$ cat src/rtl/block_norm_pkg.sv
// Shared types and helpers for the block floating-point normaliser.
package block_norm_pkg;

  // Widest sample the exponent helper can scan.
  localparam int unsigned MAX_DATA_W = 64;
  localparam int unsigned MAX_IDX_W  = 6;

  // Life cycle of one ping-pong bank.
  typedef enum logic [1:0] {
    BANK_EMPTY    = 2'd0,
    BANK_FILLING  = 2'd1,
    BANK_FULL     = 2'd2,
    BANK_DRAINING = 2'd3
  } bank_state_e;

  // Bits needed to hold an exponent in 0..max_exp.
  function automatic int unsigned exp_width(input int unsigned max_exp);
    return $clog2(max_exp + 1);
  endfunction

  // Clamped count of whole STEP-bit leading-zero groups in the low data_w bits of x.
  function automatic int unsigned step_exp(input logic [MAX_DATA_W-1:0] x,
                                           input int unsigned data_w,
                                           input int unsigned step,
                                           input int unsigned max_exp);
    int unsigned lz;
    int unsigned e;
    logic        hit;
    lz  = 0;
    hit = 1'b0;
    for (int unsigned i = 0; i < MAX_DATA_W; i++) begin
      if (i < data_w) begin
        if (!hit && !x[MAX_IDX_W'(data_w - 1 - i)]) lz++;
        else hit = 1'b1;
      end
    end
    e = lz / step;
    if (e > max_exp) e = max_exp;
    return e;
  endfunction

endpackage

$ cat src/rtl/block_normalizer_step_lzc.sv
// Combinational per-sample step exponent (leading zeros in STEP units, clamped).
module step_lzc
  import block_norm_pkg::*;
#(
  parameter  int unsigned DATA_W  = 40,
  parameter  int unsigned STEP    = 4,
  parameter  int unsigned MAX_EXP = 15,
  localparam int unsigned EXP_W   = exp_width(MAX_EXP)
) (
  input  logic [DATA_W-1:0] data_i,
  output logic [EXP_W-1:0]  exp_c_o
);

  // Exponent of the incoming sample.
  always_comb begin
    exp_c_o = EXP_W'(step_exp(MAX_DATA_W'(data_i), DATA_W, STEP, MAX_EXP));
  end

endmodule

$ cat src/rtl/block_normalizer.sv
// Block floating-point normaliser: ping-pong banks, one shared exponent per block.
module block_normalizer
  import block_norm_pkg::*;
#(
  parameter  int unsigned DATA_W    = 40,
  parameter  int unsigned STEP      = 4,
  parameter  int unsigned MAX_EXP   = 15,
  parameter  int unsigned BLOCK_LEN = 8,
  localparam int unsigned EXP_W     = exp_width(MAX_EXP)
) (
  input  logic              clk,
  input  logic              rst_n,
  input  logic              in_valid,
  output logic              in_ready,
  input  logic [DATA_W-1:0] in_data,
  output logic              out_valid,
  input  logic              out_ready,
  output logic [DATA_W-1:0] out_data,
  output logic [EXP_W-1:0]  out_exp,
  output logic              out_last
);

  localparam int unsigned IDX_W = $clog2(BLOCK_LEN);
  localparam logic [IDX_W-1:0] LAST_IDX = IDX_W'(BLOCK_LEN - 1);

  bank_state_e       bank_st_q [2];
  bank_state_e       bank_st_d [2];
  logic [EXP_W-1:0]  exp_q     [2];
  logic [EXP_W-1:0]  exp_d     [2];
  logic [DATA_W-1:0] mem_q     [2][BLOCK_LEN];

  logic              wr_bank_q, wr_bank_d;
  logic [IDX_W-1:0]  wr_idx_q,  wr_idx_d;
  logic              rd_bank_q, rd_bank_d;
  logic [IDX_W-1:0]  rd_idx_q,  rd_idx_d;
  logic              out_bank_q, out_bank_d;
  logic              in_ready_q, in_ready_d;
  logic              out_valid_q, out_valid_d;
  logic [DATA_W-1:0] out_data_q, out_data_d;
  logic [EXP_W-1:0]  out_exp_q,  out_exp_d;
  logic              out_last_q, out_last_d;

  logic [EXP_W-1:0]  in_exp_c;
  logic              in_fire_c, out_fire_c, wr_last_c, completing_rd_c;
  logic              slot_free_c, load_c;
  logic [EXP_W-1:0]  run_min_c, ld_exp_c;
  logic [DATA_W-1:0] rd_word_c;

  step_lzc #(
    .DATA_W  (DATA_W),
    .STEP    (STEP),
    .MAX_EXP (MAX_EXP)
  ) u_step_lzc (
    .data_i  (in_data),
    .exp_c_o (in_exp_c)
  );

  // Next-state for banks, write/read pointers and the output register.
  always_comb begin
    bank_st_d   = bank_st_q;
    exp_d       = exp_q;
    wr_bank_d   = wr_bank_q;
    wr_idx_d    = wr_idx_q;
    rd_bank_d   = rd_bank_q;
    rd_idx_d    = rd_idx_q;
    out_bank_d  = out_bank_q;
    out_valid_d = out_valid_q;
    out_data_d  = out_data_q;
    out_exp_d   = out_exp_q;
    out_last_d  = out_last_q;

    in_fire_c   = in_valid && in_ready_q;
    out_fire_c  = out_valid_q && out_ready;
    wr_last_c   = (wr_idx_q == LAST_IDX);
    run_min_c   = (wr_idx_q == '0) ? in_exp_c
                : ((exp_q[wr_bank_q] < in_exp_c) ? exp_q[wr_bank_q] : in_exp_c);
    // The block being read completes on this edge; index 0 is already stored.
    completing_rd_c = in_fire_c && wr_last_c && (wr_bank_q == rd_bank_q);
    slot_free_c = !out_valid_q || out_ready;
    load_c      = slot_free_c && ((bank_st_q[rd_bank_q] == BANK_FULL) ||
                                  (bank_st_q[rd_bank_q] == BANK_DRAINING) ||
                                  completing_rd_c);
    ld_exp_c    = completing_rd_c ? run_min_c : exp_q[rd_bank_q];
    rd_word_c   = mem_q[rd_bank_q][rd_idx_q];

    // Bank whose last sample leaves the output register is free again.
    if (out_fire_c && out_last_q) bank_st_d[out_bank_q] = BANK_EMPTY;

    if (in_fire_c) begin
      exp_d[wr_bank_q] = run_min_c;
      if (wr_last_c) begin
        bank_st_d[wr_bank_q] = BANK_FULL;
        wr_idx_d             = '0;
        wr_bank_d            = !wr_bank_q;
      end else begin
        bank_st_d[wr_bank_q] = BANK_FILLING;
        wr_idx_d             = wr_idx_q + 1'b1;
      end
    end

    if (load_c) begin
      bank_st_d[rd_bank_q] = BANK_DRAINING;
      out_valid_d          = 1'b1;
      out_data_d           = rd_word_c << (32'(ld_exp_c) * STEP);
      out_exp_d            = ld_exp_c;
      out_last_d           = (rd_idx_q == LAST_IDX);
      out_bank_d           = rd_bank_q;
      if (rd_idx_q == LAST_IDX) begin
        rd_idx_d  = '0;
        rd_bank_d = !rd_bank_q;
      end else begin
        rd_idx_d  = rd_idx_q + 1'b1;
      end
    end else if (slot_free_c) begin
      out_valid_d = 1'b0;
      out_last_d  = 1'b0;
    end

    in_ready_d = (bank_st_d[wr_bank_d] == BANK_EMPTY) ||
                 (bank_st_d[wr_bank_d] == BANK_FILLING);
  end

  // Control and output registers.
  always_ff @(posedge clk or negedge rst_n) begin
    if (!rst_n) begin
      bank_st_q[0] <= BANK_EMPTY;
      bank_st_q[1] <= BANK_EMPTY;
      exp_q[0]     <= '0;
      exp_q[1]     <= '0;
      wr_bank_q    <= 1'b0;
      wr_idx_q     <= '0;
      rd_bank_q    <= 1'b0;
      rd_idx_q     <= '0;
      out_bank_q   <= 1'b0;
      in_ready_q   <= 1'b0;
      out_valid_q  <= 1'b0;
      out_data_q   <= '0;
      out_exp_q    <= '0;
      out_last_q   <= 1'b0;
    end else begin
      bank_st_q[0] <= bank_st_d[0];
      bank_st_q[1] <= bank_st_d[1];
      exp_q[0]     <= exp_d[0];
      exp_q[1]     <= exp_d[1];
      wr_bank_q    <= wr_bank_d;
      wr_idx_q     <= wr_idx_d;
      rd_bank_q    <= rd_bank_d;
      rd_idx_q     <= rd_idx_d;
      out_bank_q   <= out_bank_d;
      in_ready_q   <= in_ready_d;
      out_valid_q  <= out_valid_d;
      out_data_q   <= out_data_d;
      out_exp_q    <= out_exp_d;
      out_last_q   <= out_last_d;
    end
  end

  // Sample storage; contents are only meaningful while the bank state says so.
  always_ff @(posedge clk) begin
    if (in_fire_c) mem_q[wr_bank_q][wr_idx_q] <= in_data;
  end

  assign in_ready  = in_ready_q;
  assign out_valid = out_valid_q;
  assign out_data  = out_data_q;
  assign out_exp   = out_exp_q;
  assign out_last  = out_last_q;

endmodule

$ cat config.mk
export PLATFORM = sky130hd
export DESIGN_NAME = block_normalizer
export DESIGN_NICKNAME = d
export VERILOG_FILES = /design/src/rtl/block_norm_pkg.sv /design/src/rtl/block_normalizer_step_lzc.sv /design/src/rtl/block_normalizer.sv
export SDC_FILE = /design/constraint.sdc
export NUM_CORES = 1
export LEC_CHECK = 0
export CORE_UTILIZATION = 50
export CTS_BUF_LIST = sky130_fd_sc_hd__clkbuf_16
export DETAILED_ROUTE_END_ITERATION = 10
export PLACE_DENSITY = 0.74
export REMOVE_ABC_BUFFERS = 1
export SYNTH_ARGS = -nofsm -noshare
export SYNTH_HDL_FRONTEND = slang
export SYNTH_SLANG_ARGS = --single-unit
$ cat constraint.sdc
create_clock -name clk -period 5.1 [get_ports clk]
set_input_delay 1.02 -clock clk [delete_from_list [all_inputs] [get_ports clk]]
set_output_delay 1.02 -clock clk [all_outputs]
set_load 0.005 [all_outputs]
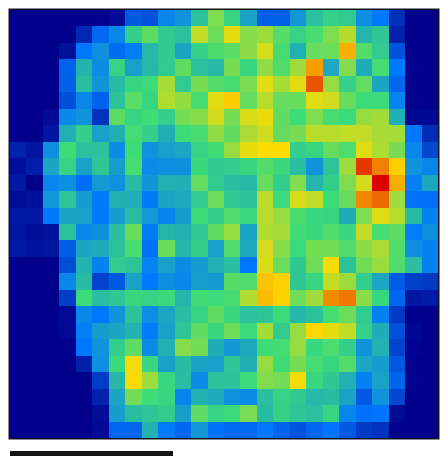
route_heat.png
Bar = 100 um. The die is cut into 26 by 26 equal tiles; dark blue is low, red is high, scaled to the fullest tile. Values are wire area over tile area, all layers added.
fullest tile = 0.63
emptiest ninth of the die = lower left
mean over tiles = 0.23
DR WL/cell: 26.5 um
via count: 22845
Total GRT Usage: 27.9%

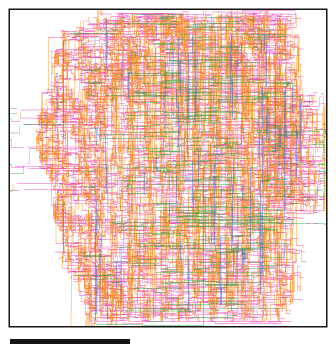
layers.png
Bar = 100 um.
M4 -> blue  # wire length 3020 um
M2 -> orange  # wire length 50.7 mm
M3 -> green  # wire length 8320 um
M1 -> magenta  # wire length 36.0 mm
WL final: 98000 um

==> ci_impl_report.md <==
## Implementation flow summary

| Metric | Value |
|---|---|
| First-pass GRT wire length | `145000 um` |
| Endpoints failing setup | `52` |
| Root buf cell | `clkbuf_16` |
| Setup WS post-layout | `-16.09 ns` |
| CTS tree | `done` |
| NetSw | `6.63 mW` |
| Status | `finished with violations` |
| Max_cap viols | `0` |
| Total power | `20.4 mW` |
| Placement Setup Slack | `-18.30 ns` |
| CP max FO | `7` |
| Peak supply drop | `0.000298 V` |
| Pin count of the biggest net entering global routing | `57` |
| Avg Cell Area, Syn | `15.8 um^2` |
| Clock skew | `0.0281 ns` |
| Placement Cell Area | `0.0398 mm^2` |
| XOR/XNOR Area Share | `5.16%` |
| Well tap count | `873` |
| Slowest cell on the critical path | `or3_4` |
| Failing checks | `setup timing` |
| Number of clock buffers in the layout | `61` |
| Comb/total area | `31.7%` |
| Setup tns final | `-816.65 ns` |
| Number of diodes | `0` |
| Die Wd | `263 um` |
| Fill count | `4424` |
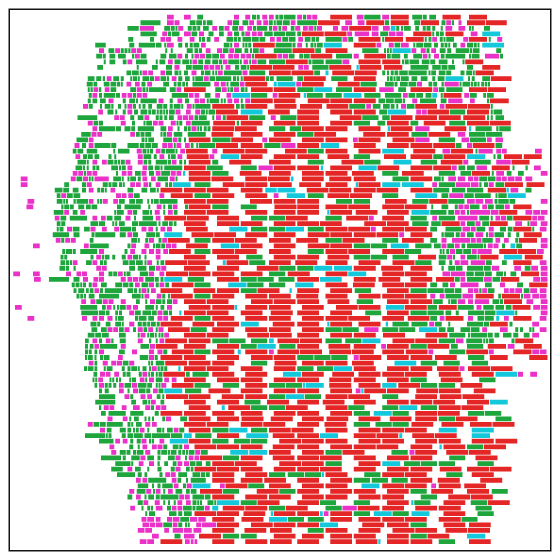
class_map.png
sequential cells -> red  # cells 706, share of their area 49%
remaining logic cells -> green  # cells 1359, share of their area 33%
clock drivers and dummy loads -> cyan  # cells 111, share of their area 4.9%
remaining buffers and delay cells -> magenta  # cells 649, share of their area 13%
Final Cell Area: 0.0435 mm^2
core area: 0.0674 mm^2
cell row count: 95
final design utilization: 64.6%
flop share of the area: 48.0%

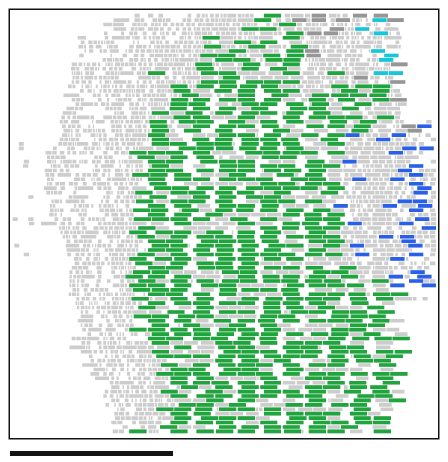
ff_map.png
Bar = 100 um. Other sequential cells in the stronger grey, the rest of the logic in the fainter grey.
mem_q -> green  # flops 640
out_data -> blue  # flops 40, where middle right
exp_q -> cyan  # flops 8, where upper right
not coloured = 18
Reg area: 0.0209 mm^2
P_seq: 7.22 mW

[how the worst max path moves through the flow]
| stage | startpoint | endpoint | slack (ns) |
|---|---|---|---|
| finish | in_data[39] | out_data[18] | -16.09 |
| detailed placement | in_data[38] | out_data[28] | -18.30 |
| CTS | in_data[38] | out_data[28] | -15.61 |
| floorplan | in_data[38] | out_data[38] | -20.37 |
| global placement | in_data[38] | out_data[38] | -17.39 |
| global route | in_data[39] | out_data[18] | -17.10 |
[state kept, by name, indices dropped and copies added (netlist names), 2 cells and up]
register,cells
bank_st_q,2
exp_q,8
mem_q,640
out_data,40
out_exp,4
rd_idx_q,3
wr_idx_q,3
[cell usage in the layout, fill, tap and decap left out, types with 10 or more instances in the layout]
cell | netlist | routed
and3_1 | 18 | 14
xnor3_1 | 10 | 10
mux2i_2 | 2 | 15
nand2b_1 | 27 | 24
o21ai_1 | 13 | 23
mux2_2 | 19 | 11
ha_4 | 0 | 15
nor2_4 | 0 | 15
a211o_1 | 13 | 12
buf_4 | 6 | 505
buf_6 | 2 | 26
buf_12 | 0 | 22
nand2_1 | 155 | 149
a22oi_2 | 1 | 11
clkinv_1 | 0 | 15
o21ai_0 | 56 | 35
xor2_1 | 35 | 35
inv_1 | 33 | 36
mux4_2 | 205 | 205
o21ai_2 | 0 | 11
or3_1 | 19 | 18
edfxtp_1 | 640 | 640
a22o_1 | 14 | 14
clkdlybuf4s50_1 | 0 | 84
bufinv_16 | 0 | 10
dfrtp_1 | 66 | 62
nor3b_1 | 14 | 14
a21oi_1 | 59 | 51
xnor2_1 | 75 | 72
mux2i_4 | 0 | 22
clkbuf_16 | 0 | 63
ha_1 | 44 | 29
nand3_1 | 52 | 50
nor3_1 | 43 | 36
mux2i_1 | 88 | 53
nor2_1 | 120 | 98
nor2b_1 | 30 | 29
and2_1 | 14 | 13
Power and IR drop assume default switching activity.
